Run 1, where the registers sit:
Other sequential cells in the stronger gray, the rest of the logic in the fainter gray.
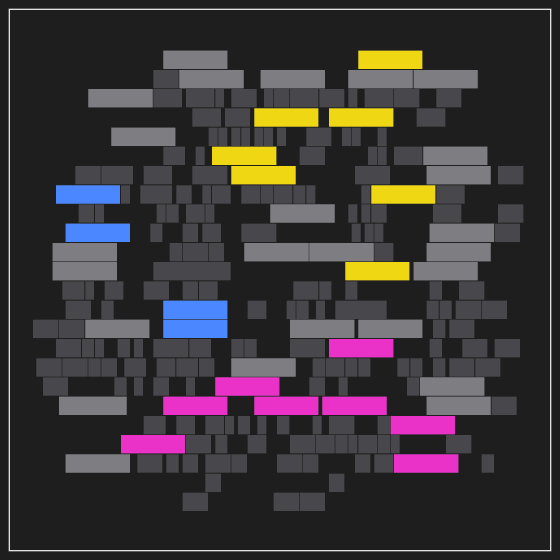
Run 1, placement density heat map:
8 x 8 tiles, from black (low) to pale yellow (high), 0 to 100% covered.
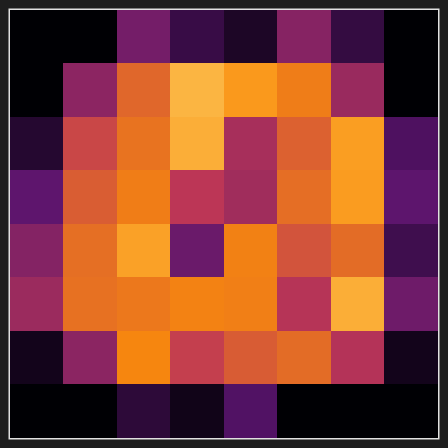
Run 1, cells colored by class:
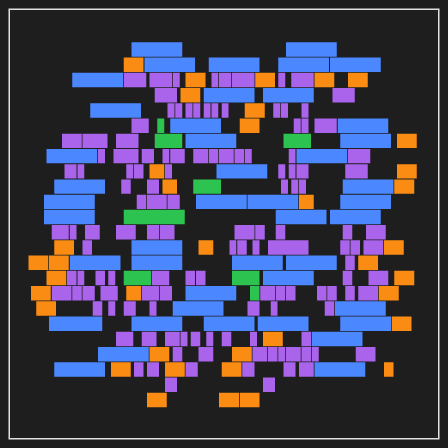
**config.mk**
```make
export PLATFORM = sky130hd
export DESIGN_NAME = serial_subtractor_flat
export DESIGN_NICKNAME = d
export VERILOG_FILES = /design/src/rtl/serial_subtractor_pkg.sv /design/src/rtl/serial_subtractor_if.sv /design/src/rtl/serial_subtractor_full_adder_cell.sv /design/src/rtl/serial_subtractor.sv /design/src/flat_wrapper.sv
export SDC_FILE = /design/constraint.sdc
export NUM_CORES = 1
export LEC_CHECK = 0
export ABC_CLOCK_PERIOD_IN_PS = 2700
export CORE_MARGIN = 3
export CORE_UTILIZATION = 40
export CTS_CLUSTER_SIZE = 12
export DETAILED_ROUTE_END_ITERATION = 7
export PLACE_DENSITY = 0.63
export SLEW_MARGIN = 20
export SYNTH_ARGS = -nofsm -noshare
export SYNTH_HDL_FRONTEND = slang
export SYNTH_SLANG_ARGS = --single-unit
```
**constraint.sdc**
```tcl
create_clock -name clk -period 2.7 [get_ports clk]
set_input_delay 0.675 -clock clk [delete_from_list [all_inputs] [get_ports clk]]
set_output_delay 0.675 -clock clk [all_outputs]
set_load 0.02 [all_outputs]
```
**src/rtl/serial_subtractor_pkg.sv**
```systemverilog
// Shared types and defaults for the bit-serial subtractor.
// State encoding and the majority helper used by the full-adder cell.
package serial_subtractor_pkg;

  localparam int unsigned DefaultWidth = 8;

  typedef enum logic [1:0] {
    StIdle = 2'd0,
    StBusy = 2'd1,
    StDone = 2'd2
  } state_e;

  function automatic logic majority3(input logic x, input logic y, input logic z);
    return (x & y) | (x & z) | (y & z);
  endfunction

endpackage

```
**src/rtl/serial_subtractor_if.sv**
```systemverilog
// Operand/result handshake bundle for serial_subtractor.
// The master drives operands and accepts results; the slave is the subtractor.
interface serial_subtractor_if
  import serial_subtractor_pkg::*;
#(
  parameter int unsigned WIDTH = DefaultWidth
);

  logic             in_valid;
  logic             in_ready;
  logic [WIDTH-1:0] a;
  logic [WIDTH-1:0] b;
  logic             out_valid;
  logic             out_ready;
  logic [WIDTH-1:0] diff;
  logic             borrow;
  logic             ovf;
  logic             zero;

  modport master (
    output in_valid, a, b, out_ready,
    input  in_ready, out_valid, diff, borrow, ovf, zero
  );

  modport slave (
    input  in_valid, a, b, out_ready,
    output in_ready, out_valid, diff, borrow, ovf, zero
  );

endinterface

```
**src/rtl/serial_subtractor_full_adder_cell.sv**
```systemverilog
// Single-bit combinational full adder; the only arithmetic element of the subtractor.
module serial_subtractor_full_adder_cell
  import serial_subtractor_pkg::*;
(
  input  logic a,
  input  logic b,
  input  logic cin,
  output logic s,
  output logic cout
);

  assign s    = a ^ b ^ cin;
  assign cout = majority3(a, b, cin);

endmodule

```
**src/rtl/serial_subtractor.sv**
```systemverilog
// Bit-serial two's-complement subtractor, diff = a - b, LSB first, one bit per clock.
// Computes a + ~b + 1 with one full-adder cell; carry flop starts at 1.
module serial_subtractor
  import serial_subtractor_pkg::*;
#(
  parameter int unsigned WIDTH = DefaultWidth
) (
  input  logic               clk,
  input  logic               rst_n,
  serial_subtractor_if.slave bus
);

  localparam int unsigned CNT_W = $clog2(WIDTH + 1);
  localparam logic [CNT_W-1:0] LastCnt = CNT_W'(WIDTH - 1);
  localparam logic [CNT_W-1:0] MsbCnt  = CNT_W'(WIDTH - 2);

  state_e           state_q;
  logic [WIDTH-1:0] a_sh_q;
  logic [WIDTH-1:0] b_sh_q;
  logic [WIDTH-1:0] diff_sh_q;
  logic             c_q;
  logic             c_msb_in_q;
  logic [CNT_W-1:0] cnt_q;
  logic [WIDTH-1:0] diff_q;
  logic             borrow_q;
  logic             ovf_q;
  logic             zero_q;
  logic             in_ready_q;
  logic             out_valid_q;

  logic             fa_s;
  logic             fa_cout;
  logic [WIDTH-1:0] diff_next;

  serial_subtractor_full_adder_cell u_fa (
    .a    (a_sh_q[0]),
    .b    (b_sh_q[0]),
    .cin  (c_q),
    .s    (fa_s),
    .cout (fa_cout)
  );

  // Value of the diff shift register after the current bit lands in its MSB.
  assign diff_next = {fa_s, diff_sh_q[WIDTH-1:1]};

  always_ff @(posedge clk or negedge rst_n) begin
    if (!rst_n) begin
      state_q     <= StIdle;
      a_sh_q      <= '0;
      b_sh_q      <= '0;
      diff_sh_q   <= '0;
      c_q         <= 1'b0;
      c_msb_in_q  <= 1'b0;
      cnt_q       <= '0;
      diff_q      <= '0;
      borrow_q    <= 1'b0;
      ovf_q       <= 1'b0;
      zero_q      <= 1'b0;
      in_ready_q  <= 1'b1;
      out_valid_q <= 1'b0;
    end else begin
      unique case (state_q)
        StIdle: begin
          if (bus.in_valid && in_ready_q) begin
            a_sh_q     <= bus.a;
            b_sh_q     <= ~bus.b;
            c_q        <= 1'b1;
            cnt_q      <= '0;
            state_q    <= StBusy;
            in_ready_q <= 1'b0;
          end
        end
        StBusy: begin
          a_sh_q    <= {1'b0, a_sh_q[WIDTH-1:1]};
          b_sh_q    <= {1'b0, b_sh_q[WIDTH-1:1]};
          diff_sh_q <= diff_next;
          c_q       <= fa_cout;
          if (cnt_q == MsbCnt) begin
            c_msb_in_q <= fa_cout;
          end
          if (cnt_q == LastCnt) begin
            state_q     <= StDone;
            out_valid_q <= 1'b1;
            diff_q      <= diff_next;
            borrow_q    <= ~fa_cout;
            ovf_q       <= c_msb_in_q ^ fa_cout;
            zero_q      <= (diff_next == '0);
          end else begin
            cnt_q <= cnt_q + 1'b1;
          end
        end
        StDone: begin
          if (out_valid_q && bus.out_ready) begin
            state_q     <= StIdle;
            out_valid_q <= 1'b0;
            in_ready_q  <= 1'b1;
          end
        end
        default: begin
          state_q     <= StIdle;
          in_ready_q  <= 1'b1;
          out_valid_q <= 1'b0;
        end
      endcase
    end
  end

  assign bus.in_ready  = in_ready_q;
  assign bus.out_valid = out_valid_q;
  assign bus.diff      = diff_q;
  assign bus.borrow    = borrow_q;
  assign bus.ovf       = ovf_q;
  assign bus.zero      = zero_q;

endmodule

```
**src/flat_wrapper.sv**
```systemverilog
// flat-port wrapper written by rule: the top's interface ports become plain ports
module serial_subtractor_flat import serial_subtractor_pkg::*;
#(
  parameter int unsigned WIDTH = DefaultWidth
)
  (clk, rst_n, bus_in_valid, bus_a, bus_b, bus_out_ready, bus_in_ready, bus_out_valid, bus_diff, bus_borrow, bus_ovf, bus_zero);
  serial_subtractor_if #(.WIDTH(WIDTH)) bus_i ();
  input  logic clk;
  input  logic rst_n;
  input wire logic [$bits(bus_i.in_valid)-1:0] bus_in_valid;
  input wire logic [$bits(bus_i.a)-1:0] bus_a;
  input wire logic [$bits(bus_i.b)-1:0] bus_b;
  input wire logic [$bits(bus_i.out_ready)-1:0] bus_out_ready;
  output wire logic [$bits(bus_i.in_ready)-1:0] bus_in_ready;
  output wire logic [$bits(bus_i.out_valid)-1:0] bus_out_valid;
  output wire logic [$bits(bus_i.diff)-1:0] bus_diff;
  output wire logic [$bits(bus_i.borrow)-1:0] bus_borrow;
  output wire logic [$bits(bus_i.ovf)-1:0] bus_ovf;
  output wire logic [$bits(bus_i.zero)-1:0] bus_zero;
  assign bus_i.in_valid = bus_in_valid;
  assign bus_i.a = bus_a;
  assign bus_i.b = bus_b;
  assign bus_i.out_ready = bus_out_ready;
  assign bus_in_ready = bus_i.in_ready;
  assign bus_out_valid = bus_i.out_valid;
  assign bus_diff = bus_i.diff;
  assign bus_borrow = bus_i.borrow;
  assign bus_ovf = bus_i.ovf;
  assign bus_zero = bus_i.zero;
  serial_subtractor #(.WIDTH(WIDTH)) u_core (.clk(clk), .rst_n(rst_n), .bus(bus_i));
endmodule
```
==> results.yml, run 1 <==
# yosys + openroad results
outcome:
  outcome: "completed"
sta:
  fin_ws_ns: 0.538
  tightestPinTransition_ns: 0.927
  rsz0062_at_grt: "no"
  finalSetupViolations: 0
  finalHoldViolCount: 0
  period_needed_ns: 2.16
  relSlewSlack_pct: 38.2
  report.final.slew_viol_count: 0
placed_design:
  post-place-ws_ns: 0.522
  gp_congestion: 0.737
  port_buffers: 32
critical_path:
  endpoint_kind: "output port"
  worstSetupPathType: "flop to output port"
  endpoint: "bus_in_ready"
  rr_endpoint: "u_core.a_sh_q[0]"
  path_cells: "clkdlybuf4s50_1"
clock_network:
  cts.path.max_buffers: 2
  cts.repair.resized: 0
  path_clk_slew_ns: 0.08
  hold_buffers: 0
  cts_made_buffers: 5
  cts_tree: "done"
  clk_latency_ns: 0.29
logic_synthesis:
  area_leaders: "dfrtp_1, o21ai_0, mux2_2"
  synthTopLogicFamily: "AND-OR/OR-AND gates"
  avgSynthCellArea_um2: 10.7
  top_area_cell: "dfrtp_1"
  ys.flops: 44
  simple_gate_area_share_pct: 13.9
  ys_types: 36
  synth_nets: 209
  postSynthCellCount: 186
  synth.top_cell.area_share_pct: 54.3
  synth-xor-area-share_pct: 0.442
power_and_ir_drop:
  p_per_area_nw_per_um2: 480
  switchingPower_w: 0.000225
  seq_power_share_pct: 55.6
  vdd_drop_max_mv: 0.287
  powerSeq_w: 0.000658
  p_comb_w: 0.0000464
  p_leak_nw: 1.16
  intPower_w: 0.000960
  switching_share_pct: 19.0
  power-top-group: "sequential cells"
min_path:
  hp-class: "flop to flop"
  hold_path_startpoint: "u_core.bus.ovf"
  holdPathEnd: "u_core.bus.ovf"
  whs_path_depth: 1
layout:
  nets: 242
  layout_top_cell: "dfrtp_1"
  layout_top_cells: "dfrtp_1, clkdlybuf4s50_1, nand2_1"
  drive_above_1_share_pct: 11.4
  fin_cells: 285
drt:
  wl_per_cell_um: 13.7
  drc_errors: 0
  first_pass_iters: 4
  routed_wirelength_mm: 3.91
  vias: 1448
  drt_iter0_markers: 125
run:
  warnings: 27
  drv_cap: 0
global_route:
  grt_overflow_total: 0
  grt_max_degree: 45
  antenna_found_initial: 0
  grt_pass1_vias: 1516
  grt_usage_pct: 15.0
die:
  dieHeight_um: 76.4
  num_io_pins: 33
  rows: 24
  die-width_um: 76.4
About 'where the registers sit':
Magenta shows u_core.b_sh_q, placed flops 8. Yellow shows u_core.diff_sh_q, placed flops 7. Blue shows u_core.cnt_q, placed flops 4, where middle left.
Seq. cell area: 1100 um2
fin util: 54.0%

About 'placement density heat map':
16% of the tiles are nearly empty. The mean over all tiles is 41%. 11% of the tiles are over 75% full. The fullest tile reaches 84%.
starting density of the core: 43.4%
total core area: 4560 um2

About 'cells colored by class':
Green shows clock drivers and dummy loads, cells 8, share of their area 4.5%. Purple shows combinational and other logic, cells 131, share of their area 34%. Blue shows flops, cells 44, share of their area 46%. Orange shows other buffers and delay cells, cells 37, share of their area 15%.

-- run 1: metal layers --
layer	part of all wire (%)	vias to the layer above	global-route usage, %
met1	46	710	18.8
met5	0	-	0
met2	50	21	25.6
met4	0.38	0	3.26
li1	-	715	-
met3	3.8	2	4.37
-- run 1: cell usage after synthesis --
| library cell | count |
|---|---|
| a211o_1 | 1 |
| a21o_1 | 1 |
| a21oi_1 | 5 |
| a21oi_2 | 1 |
| a2bb2oi_1 | 1 |
| a31oi_1 | 1 |
| and2_1 | 7 |
| and3_1 | 1 |
| and4b_1 | 2 |
| buf_2 | 5 |
| buf_4 | 1 |
| buf_6 | 1 |
| clkbuf_1 | 4 |
| dfrtp_1 | 43 |
| dfstp_2 | 1 |
| fa_1 | 1 |
| ha_1 | 2 |
| inv_1 | 5 |
| mux2_2 | 10 |
| mux2i_1 | 8 |
| nand2_1 | 26 |
| nand2b_1 | 2 |
| nand3_1 | 1 |
| nand3b_1 | 1 |
| nor2_1 | 9 |
| nor2b_1 | 1 |
| nor3_1 | 2 |
| nor3b_1 | 1 |
| nor4_1 | 3 |
| o21ai_0 | 25 |
| o22a_1 | 1 |
| o22ai_1 | 1 |
| o31ai_1 | 9 |
| o41ai_1 | 1 |
| or2_1 | 1 |
| xor2_1 | 1 |
-- run 1: per-stage QoR --
step	instance area [um2]	hold slack, ns
floorplan	1980	0.379
CTS	2470	0.510
detailed placement	2360	0.495
global placement	2360	0.483
global route	2470	0.533
finish	2470	0.508
-- run 1: final cells by class --
class,instances,area (um2),share of cell area [%]
clock buffer,6,72.6,2.94
clock inverter,2,35.0,1.42
inverter,5,18.8,0.761
multi-input combinational,126,803,32.6
sequential,44,1100,44.7
tap,65,81.3,3.30
timing repair buffer,37,353,14.3
Run 1, congestion heat map:
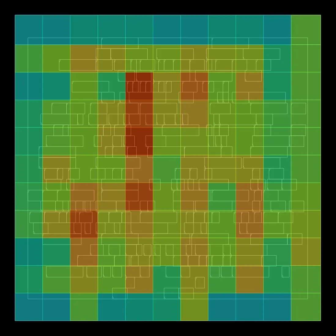

==> run 2: changes to the inputs <==
--- a/config.mk
+++ b/config.mk
@@ -5,7 +5,7 @@
 export SDC_FILE = /design/constraint.sdc
 export NUM_CORES = 1
 export LEC_CHECK = 0
-export ABC_CLOCK_PERIOD_IN_PS = 2700
+export ABC_CLOCK_PERIOD_IN_PS = 2150
 export CORE_MARGIN = 3
 export CORE_UTILIZATION = 40
 export CTS_CLUSTER_SIZE = 12
==> constraint.sdc (replaced) <==
create_clock -name clk -period 2.15 [get_ports clk]
set_input_delay 0.5375 -clock clk [delete_from_list [all_inputs] [get_ports clk]]
set_output_delay 0.5375 -clock clk [all_outputs]
set_load 0.02 [all_outputs]
Run 2, congestion heat map:
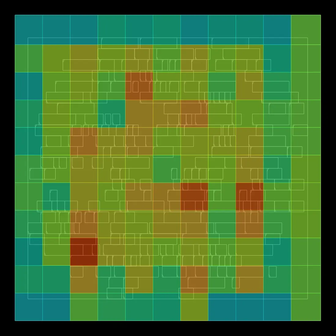
busiest layer in global routing: met2
GRT Total Usage: 14.2%
routed len/inst: 13.9 um
M2 GR Usage: 24.2%

Run 2, where the registers sit:
Other sequential cells in the stronger gray, the rest of the logic in the fainter gray.
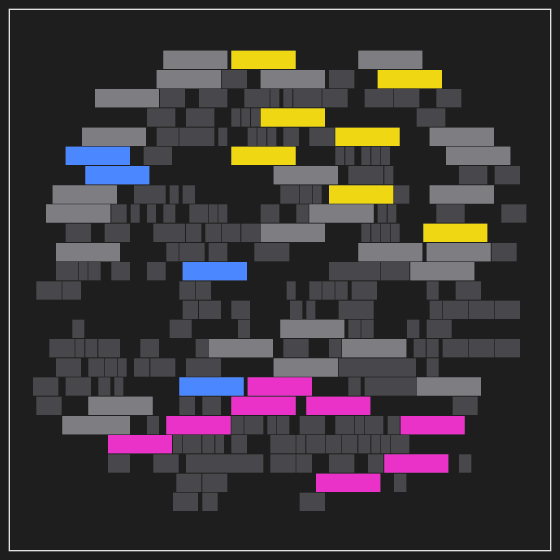
Yellow shows u_core.diff_sh_q, placed flops 7. Magenta shows u_core.b_sh_q, placed flops 8. Blue shows u_core.cnt_q, placed flops 4.
Another 25 sequential cells are not colored.

Run 2, placement density heat map:
8 x 8 tiles, from black (low) to pale yellow (high), 0 to 100% covered.
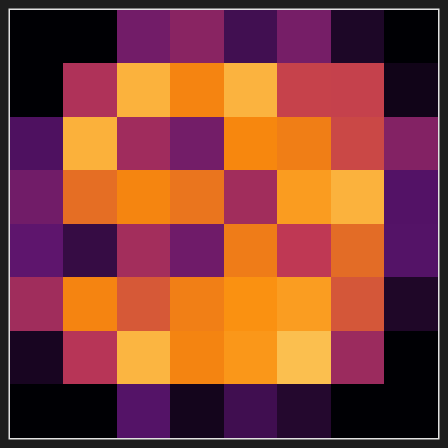
The fullest tile reaches 86%. The emptiest ninth of the die: lower right. The mean over all tiles is 42%. 16% of the tiles are over 75% full.

==> run 2 against run 1 <==
Net effect:
- clock skew rose by 0.0018 ns
- worst setup slack got worse by 0.41 ns
- global-route usage fell by 0.76 points
==> results.yml, run 2 <==
# yosys + openroad results
outcome:
  outcome: "completed"
layout:
  layout_top_cell: "dfrtp_1"
  nets: 244
  layout_top_cells: "dfrtp_1, clkdlybuf4s50_1, nand2_1"
  fin_cells: 286
  drive_above_1_share_pct: 12.2
  syn2layout_area_growth_pct: 26.8
  n_antenna_cell: 0
logic_synthesis:
  ys_cells: 186
  synth.most_common_cell: "dfrtp_1"
  avgSynthCellArea_um2: 10.7
  ys_types: 36
  ys_chip_area_um2: 1980
  area_leaders: "dfrtp_1, o21ai_0, mux2_2"
  async_reset_ff_share_pct: 100
  yosysWarnings: 0
  syn-cell-area_um2: 1980
  ys.flops: 44
  synth.top_cell.area_share_pct: 54.3
  edf_count: 0
  postSynthCellCount: 186
  synth_nets: 209
  ys_seq_share_pct: 55.6
  synthTopCellsByCount: "dfrtp_1, nand2_1, o21ai_0"
  top_area_cell: "dfrtp_1"
  ff_type: "dfrtp_1"
sta:
  period_needed_ns: 2.03
  relSlewSlack_pct: 64.1
  rsz0062_at_grt: "no"
  period_used_pct: 94.2
  finClkSkew_ns: 0.00626
  finalHoldViolCount: 0
  tightestPinTransition_ns: 0.538
  report.final.slew_viol_count: 0
  fmax_mhz: 494
  fin_setup_tns_ns: 0
  finalSetupViolations: 0
clock_network:
  htree_levels: 2
  cts.path.max_buffers: 2
  clk_latency_ns: 0.29
  cts.repair.resized: 0
  clock-sinks: 44
  cts_tree: "done"
  clockRootBuffer: "clkbuf_8"
  cts_made_buffers: 5
  hold_buffers: 0
  path_clk_slew_ns: 0.08
  cts_setup_buffers: 0
placed_design:
  port_buffers: 32
  dp_hpwl_mm: 2.86
  gp_congestion: 0.703
  dp.cells: 279
global_route:
  grt_max_degree: 31
  grt_overflow_total: 0
  antenna_found_initial: 0
  grt_pass1_wl_mm: 6.76
  use_met3_pct: 4.73
  grt_util_met1_pct: 17.0
  grt_pass1_vias: 1474
critical_path:
  crit_arrival_ns: 1.49
  worstSetupPathType: "flop to output port"
  r2r-start: "u_core.cnt_q[1]"
  endpoint_kind: "output port"
  rr_endpoint: "u_core.bus.diff[1]"
  startpoint: "u_core.bus.in_ready"
  slowest_delay_ns: 0.62
  crit_fanout: 6
  start_kind: "flop"
  cp_num_buf_inv: 1
  r2r_cells: 5
  endpoint: "bus_in_ready"
  crit_family: "buffers and inverters"
  critPathRequiredTime_ns: 1.61
  crit_slowest_cell: "clkdlybuf4s50_1"
  path_cells: "clkdlybuf4s50_1"
  timing.reg2reg.setup_slack_ns: 0.34
  crit_cells: 1
power_and_ir_drop:
  p_leak_nw: 1.19
  total_power_w: 0.00161
  p_per_area_nw_per_um2: 642
  vdd_drop_max_mv: 0.311
drt:
  drt_iter0_markers: 125
  routed_wirelength_mm: 3.98
  antenna_left: 0
  met2_length_mm: 1.96
  met1_length_mm: 1.80
  met3_length_um: 194
  vias: 1482
  vias_per_cell: 5.18
  drc_errors: 0
  first_pass_iters: 4
  highest_layer: "met4"
die:
  fp_util_pct: 43.4
  num_io_pins: 33
  core_area_um2: 4560
  dieHeight_um: 76.4
  die-area_um2: 5840
  die-width_um: 76.4
  rows: 24
run:
  drv_cap: 0
  warnings: 27
min_path:
  hp-class: "primary input to async pin"
run 2: netlist changes by cell type in the layout (fill, tap and decap cells not counted), sizes merged:
cell    previous run  this run
clkbuf             6         5
bufinv             1         2
clkinv             1         0
buf                6         8
run 2: stage by stage:
| step | instance area (um2) | hold slack [ns] | setup slack, ns | utilization (%) |
|---|---|---|---|---|
| final | 2510 | 0.208 | 0.125 | 55.1 |
| after global routing | 2510 | 0.239 | 0.0847 | 55.1 |
| after global placement | 2390 | 0.482 | 0.130 | 52.3 |
| after CTS | 2510 | 0.218 | 0.112 | 55.1 |
| after floorplan | 1980 | 0.242 | 0.601 | - |
| after detailed placement | 2390 | 0.491 | 0.0863 | 52.3 |
run 2: worst register-to-register path: stages, from the launching register on:
cell and delay, ns:
dfrtp_1 0.40, ha_1 0.25, nand3b_1 0.20, nor2_1 0.26, buf_4 0.23, mux2_2 0.35
run 2: cells by family (layout without fill, tap and decap cells):
family / after synthesis / count (layout) / synth area share [%]
AND/OR/NAND/NOR: 57 / 57 / 13.9
XOR/XNOR: 1 / 1 / 0.442
buffers and inverters: 16 / 51 / 3.91
adder cells (fa/ha/maj): 3 / 3 / 2.27
AND-OR/OR-AND: 47 / 47 / 14.2
flip-flops: 44 / 44 / 55.6
multiplexers: 18 / 18 / 9.72
run 2: where the power goes:
part	internal (W)	total [W]	switching [W]
logic	0.0000379	0.0000633	0.0000253
registers	0.000827	0.000827	0
clock network	0.000457	0.000724	0.000267
total	0.00132	0.00161	0.000292
run 2: area by class of cell:
class                           instances  area, um2
Sequential cell                        44       1100
Clock buffer                            5       68.8
Tap cell                               65       81.3
Multi-Input combinational cell        126        803
Clock inverter                          2       60.1
Fill cell                             411       2050
Inverter                                5       18.8
Timing Repair Buffer                   39        380
Power is estimated from default activity; no workload was simulated.
